[config.mk]
export PLATFORM = sky130hd
export DESIGN_NAME = mem_port_arbiter
export DESIGN_NICKNAME = d
export VERILOG_FILES = /design/src/rtl/mem_arb_pkg.sv /design/src/rtl/mem_arb_resp_tracker.sv /design/src/rtl/mem_port_arbiter.sv
export SDC_FILE = /design/constraint.sdc
export NUM_CORES = 1
export LEC_CHECK = 0
export CORE_MARGIN = 2
export CORE_UTILIZATION = 37
export CTS_CLUSTER_DIAMETER = 80
export DETAILED_ROUTE_END_ITERATION = 10
export PLACE_DENSITY = 0.81
export RECOVER_POWER = 100
export SYNTH_ARGS = -nofsm -noshare
export SYNTH_HDL_FRONTEND = slang
export SYNTH_SLANG_ARGS = --single-unit
[constraint.sdc]
create_clock -name clk -period 2.4 [get_ports clk]
set_clock_uncertainty 0.15 [all_clocks]
set_input_delay 0.48 -clock clk [delete_from_list [all_inputs] [get_ports clk]]
set_output_delay 0.48 -clock clk [all_outputs]
set_load 0.03 [all_outputs]
[src/rtl/mem_arb_pkg.sv]
// Shared types and constants for the unified-memory port arbiter.
package mem_arb_pkg;

  typedef enum logic {
    StIdle = 1'b0,
    StBusy = 1'b1
  } arb_state_e;

  localparam logic OWN_IF = 1'b0;
  localparam logic OWN_D  = 1'b1;

  localparam int unsigned STAT_W = 16;

endpackage

[src/rtl/mem_arb_resp_tracker.sv]
// Tracks the single in-flight memory transaction: latency count, owner, rvalid pulse and
// per-requester read-data capture.
module mem_arb_resp_tracker
  import mem_arb_pkg::*;
#(
  parameter int unsigned DATA_W = 32,
  parameter int unsigned LAT    = 1
) (
  input  logic              clk,
  input  logic              reset,
  input  logic              start,
  input  logic              start_owner,
  input  logic              start_we,
  input  logic [DATA_W-1:0] mem_rdata,
  output logic              busy,
  output logic              if_rvalid,
  output logic [DATA_W-1:0] if_rdata,
  output logic              d_rvalid,
  output logic [DATA_W-1:0] d_rdata
);

  localparam int unsigned CntW = $clog2(LAT + 1);

  arb_state_e        state_q, state_d;
  logic [CntW-1:0]   cnt_q, cnt_d;
  logic              owner_q, owner_d;
  logic              we_q, we_d;
  logic [DATA_W-1:0] if_rdata_q, if_rdata_d;
  logic [DATA_W-1:0] d_rdata_q, d_rdata_d;
  logic              done;
  logic              d_load_done;

  always_comb begin
    state_d    = state_q;
    cnt_d      = cnt_q;
    owner_d    = owner_q;
    we_d       = we_q;
    if_rdata_d = if_rdata_q;
    d_rdata_d  = d_rdata_q;

    done        = (state_q == StBusy) && (cnt_q == CntW'(LAT)) && !reset;
    if_rvalid   = done && (owner_q == OWN_IF);
    d_rvalid    = done && (owner_q == OWN_D);
    d_load_done = d_rvalid && !we_q;
    busy        = (state_q == StBusy);

    unique case (state_q)
      StIdle: begin
        if (start) begin
          state_d = StBusy;
          owner_d = start_owner;
          we_d    = start_we;
          cnt_d   = CntW'(1);
        end
      end
      StBusy: begin
        if (cnt_q == CntW'(LAT)) begin
          state_d = StIdle;
          cnt_d   = '0;
        end else begin
          cnt_d = cnt_q + 1'b1;
        end
      end
      default: state_d = StIdle;
    endcase

    if (if_rvalid)   if_rdata_d = mem_rdata;
    if (d_load_done) d_rdata_d  = mem_rdata;

    // Data is passed straight through in the rvalid cycle, then held.
    if_rdata = if_rvalid   ? mem_rdata : if_rdata_q;
    d_rdata  = d_load_done ? mem_rdata : d_rdata_q;
  end

  always_ff @(posedge clk) begin
    if (reset) begin
      state_q    <= StIdle;
      cnt_q      <= '0;
      owner_q    <= OWN_IF;
      we_q       <= 1'b0;
      if_rdata_q <= '0;
      d_rdata_q  <= '0;
    end else begin
      state_q    <= state_d;
      cnt_q      <= cnt_d;
      owner_q    <= owner_d;
      we_q       <= we_d;
      if_rdata_q <= if_rdata_d;
      d_rdata_q  <= d_rdata_d;
    end
  end

endmodule

[src/rtl/mem_port_arbiter.sv]
// Arbitrates the single-port unified memory between fetch (IF) and data (D) requesters.
// Optional grant statistics are enabled with the MEM_ARB_STATS_EN macro.
module mem_port_arbiter
  import mem_arb_pkg::*;
#(
  parameter int unsigned ADDR_W     = 8,
  parameter int unsigned DATA_W     = 32,
  parameter int unsigned LAT        = 1,
  parameter int unsigned STARVE_MAX = 4
) (
  input  logic              clk,
  input  logic              reset,
  input  logic              if_req,
  input  logic [ADDR_W-1:0] if_addr,
  output logic              if_gnt,
  output logic              if_rvalid,
  output logic [DATA_W-1:0] if_rdata,
  input  logic              d_req,
  input  logic              d_we,
  input  logic [ADDR_W-1:0] d_addr,
  input  logic [DATA_W-1:0] d_wdata,
  output logic              d_gnt,
  output logic              d_rvalid,
  output logic [DATA_W-1:0] d_rdata,
  output logic              mem_en,
  output logic              mem_we,
  output logic [ADDR_W-1:0] mem_addr,
  output logic [DATA_W-1:0] mem_wdata,
  input  logic [DATA_W-1:0] mem_rdata,
  output logic [STAT_W-1:0] stat_if_cnt,
  output logic [STAT_W-1:0] stat_d_cnt
);

  localparam int unsigned SW = $clog2(STARVE_MAX + 1);

  logic [SW-1:0] starve_q, starve_d;
  logic          busy;
  logic          if_starved;

  always_comb begin
    if_gnt     = 1'b0;
    d_gnt      = 1'b0;
    mem_en     = 1'b0;
    mem_we     = 1'b0;
    mem_addr   = '0;
    mem_wdata  = '0;
    starve_d   = starve_q;
    if_starved = (starve_q == SW'(STARVE_MAX));

    if (!busy && !reset) begin
      if (d_req && !(if_req && if_starved)) begin
        d_gnt     = 1'b1;
        mem_en    = 1'b1;
        mem_we    = d_we;
        mem_addr  = d_addr;
        mem_wdata = d_wdata;
        if (!if_req)         starve_d = '0;
        else if (!if_starved) starve_d = starve_q + 1'b1;
      end else if (if_req) begin
        if_gnt   = 1'b1;
        mem_en   = 1'b1;
        mem_addr = if_addr;
        starve_d = '0;
      end
    end
  end

  always_ff @(posedge clk) begin
    if (reset) starve_q <= '0;
    else       starve_q <= starve_d;
  end

  mem_arb_resp_tracker #(
    .DATA_W (DATA_W),
    .LAT    (LAT)
  ) u_resp_tracker (
    .clk         (clk),
    .reset       (reset),
    .start       (if_gnt | d_gnt),
    .start_owner (d_gnt ? OWN_D : OWN_IF),
    .start_we    (d_gnt & d_we),
    .mem_rdata   (mem_rdata),
    .busy        (busy),
    .if_rvalid   (if_rvalid),
    .if_rdata    (if_rdata),
    .d_rvalid    (d_rvalid),
    .d_rdata     (d_rdata)
  );

`ifdef MEM_ARB_STATS_EN
  logic [STAT_W-1:0] stat_if_q, stat_if_d;
  logic [STAT_W-1:0] stat_d_q, stat_d_d;

  always_comb begin
    stat_if_d = stat_if_q;
    stat_d_d  = stat_d_q;
    if (if_gnt && (stat_if_q != '1)) stat_if_d = stat_if_q + 1'b1;
    if (d_gnt && (stat_d_q != '1))   stat_d_d  = stat_d_q + 1'b1;
  end

  always_ff @(posedge clk) begin
    if (reset) begin
      stat_if_q <= '0;
      stat_d_q  <= '0;
    end else begin
      stat_if_q <= stat_if_d;
      stat_d_q  <= stat_d_d;
    end
  end

  assign stat_if_cnt = stat_if_q;
  assign stat_d_cnt  = stat_d_q;
`else
  assign stat_if_cnt = '0;
  assign stat_d_cnt  = '0;
`endif

endmodule

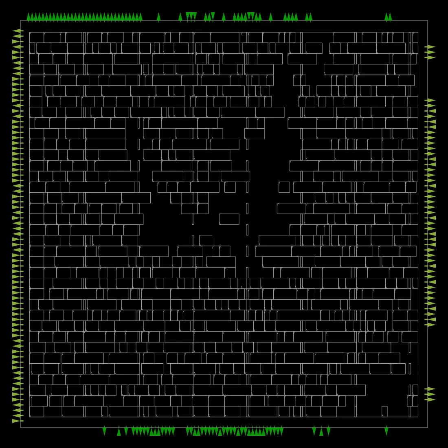
Figure 1: cell placement.
fill cell count: 623
Well Taps: 133
# rows: 36
flop share of the area: 19.5%
flip-flops: 71

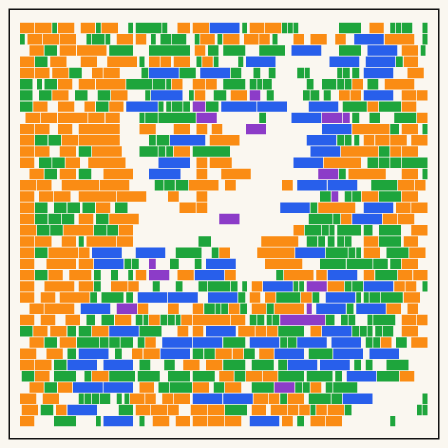
Figure 2: cell classes on the final placement.
flip-flops -> blue  # cells 71
clock drivers and dummy loads -> purple  # cells 16
all other logic -> green  # cells 300
other buffers and delay cells -> orange  # cells 282
CORE AREA: 9680 um2
final core utilization: 75.9%
fin area: 7350 um2

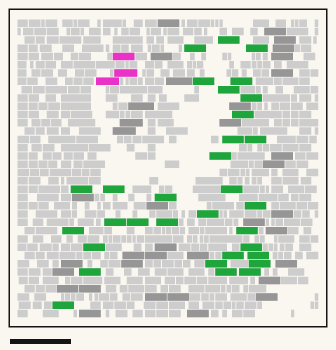
Figure 3: sequential cells grouped by signal name.
Scale bar: 20 um. Other sequential cells in the stronger gray, the rest of the logic in the fainter gray.
`starve_q` -> magenta  # placed flops 3
`u_resp_tracker.d_rdata_q` -> green  # placed flops 32
not colored = 36
seq pwr: 1.22 mW
Flop area: 1430 um2

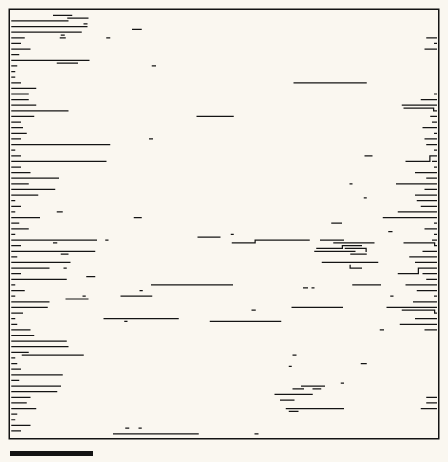
Figure 4: met3 routing.
Scale bar: 20 um.
longest straight run = 23.7 um
share of all routed wire = 6.2%
wire length on this layer = 968 um
grt met3 use: 6.23%
final wirelength: 15700 um
routed vias: 3994

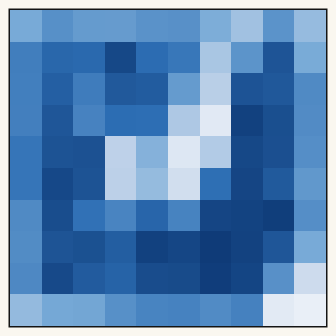
Figure 5: cell density map.
The die is cut into 10 by 10 equal tiles; white is low, dark blue is high, 0 to 100% covered.
mean over tiles = 67%
fullest tile = 96%
tiles over 75% full = 42%
FP Core Util: 37.9%

## sequential cells by signal, summed over array words and instances, names as in the netlist
name / flops
u_resp_tracker.if_rdata_q: 32
u_resp_tracker.owner_q: 1
u_resp_tracker.cnt_q: 1
starve_q: 3
u_resp_tracker.d_rdata_q: 32
u_resp_tracker.we_q: 1
u_resp_tracker.busy: 1
## worst max-delay path, delay by kind of cell
family,cells,cell delay [ns]
simple gates,2,0.43
buf+inv,5,0.82
compound gates,1,0.30
## final cells by class
| cell class | instances | area [um2] | share of cell area [%] |
|---|---|---|---|
| timing repair buffer | 282 | 3200 | 43.6 |
| multi-input combinational | 291 | 2300 | 31.3 |
| sequential | 71 | 1430 | 19.5 |
| tap | 133 | 166 | 2.26 |
| clock buffer | 10 | 128 | 1.74 |
| clock inverter | 6 | 61.3 | 0.834 |
| inverter | 9 | 58.8 | 0.800 |
## cell usage in the layout (no fill, tap or decap), types with 8 or more instances in the layout
cell type / instances
nand3_4: 12
dfxtp_1: 65
o21ai_0: 19
nand3_1: 20
clkbuf_16: 12
clkdlybuf4s50_1: 81
conb_1: 32
nand2_2: 11
nand2_1: 22
buf_12: 23
buf_6: 87
a22o_1: 8
clkbuf_8: 9
buf_4: 73
mux2_4: 32
a21oi_1: 34
and2_4: 32
and2b_1: 29
## through the flow
stage	utilization [%]	hold WS, ns	worst slack (ns)
floorplan	-	0.324	0.00351
global placement	60.2	0.334	-0.402
detailed placement	60.2	0.341	-0.424
CTS	67.4	0.351	-0.161
global route	75.9	0.362	-0.343
finish	75.9	0.341	-0.268
## kinds of logic after synthesis
| kind of cell | count (synthesis) | synth area share (%) |
|---|---|---|
| adder cells (fa/ha/maj) | 2 | 0.681 |
| AND/OR/NAND/NOR | 143 | 22.4 |
| flip-flops | 71 | 38.7 |
| AND-OR/OR-AND | 82 | 13.1 |
| other | 1 | 0.102 |
| multiplexers | 32 | 12.8 |
| buffers and inverters | 70 | 12.2 |
## layer usage
layer  up-vias  GRT usage, %  wire length (um)
li1       1826             -                 -
met1      1907          23.4              5370
met5         -             0                 0
met2       212          45.5              8550
met3        49          6.23               967
met4         0          11.9               771
## power groups by stage
stage / logic (mW) / clock network, mW / registers, mW
floorplan: 0.376 / 0 / 1.23
finish: 0.884 / 0.940 / 1.22
global route: 0.917 / 1.01 / 1.22
global placement: 0.679 / 0 / 1.24
detailed placement: 0.690 / 0 / 1.24
CTS: 0.784 / 0.945 / 1.21
## worst paths after layout
check / to / slack (ns)
setup / recovery: d_rdata[28] / -0.27
hold / removal: u_resp_tracker.d_rdata_q[2] / 0.34
setup reg to reg: u_resp_tracker.if_rdata_q[25] / 0.47
hold reg to reg: u_resp_tracker.d_rdata_q[2] / 0.34
## timing repair
| action | in CTS | in global routing |
|---|---|---|
| buffers inserted | 11 | 19 |
| setup endpoints to repair | 105 | 107 |
| pin swaps | 11 | 41 |
| hold endpoints to repair | 0 | 0 |
| gates cloned | 5 | 12 |
| gates resized | 300 | 120 |
==> qor.txt <==
Status = complete, but fails checks
Failing checks = setup timing
DIE AREA = 10700 um2
Setup TNS = -6.86 ns
Cells after DPL = 740
Die H = 104 um
Ys cells = 401
Vias per std cell = 4.98
HPWL reported at the end of detailed placement = 9190 um
P_int = 2.12 mW
Synth async-reset ratio = 0%
Period minus WS final = 2.67 ns
Registers, synthesis = 71
Seq share, synth = 38.7%
Hold Path Depth = 2
PnR worst setup slack = -0.268 ns
Combinational Power Share = 29.1%
Final Cycle Share = 111%
Drt first pass iters = 4
Crit Path Category = in -> out
Hold wc startpoint = u_resp_tracker.d_rdata_q[2]
Critical path capture point type = primary output
Max FO, Critical Path = 16
Setup Viol. Count Final = 91
GR Util All Layers = 23.8%
Most common cell on crit path = buf_4
Final hold violations = 0
DRC = 0
DP Area = 5830 um2
Antenna Violating Nets Remaining = 0
Top cell type's share of synthesized area = 38.7%
Cell Area, Synth = 3670 um2
Leak pwr = 3.38 nW
Via count of the first global-routing pass = 3924
Power figures rest on the tool's default switching activity, not on a simulated workload.
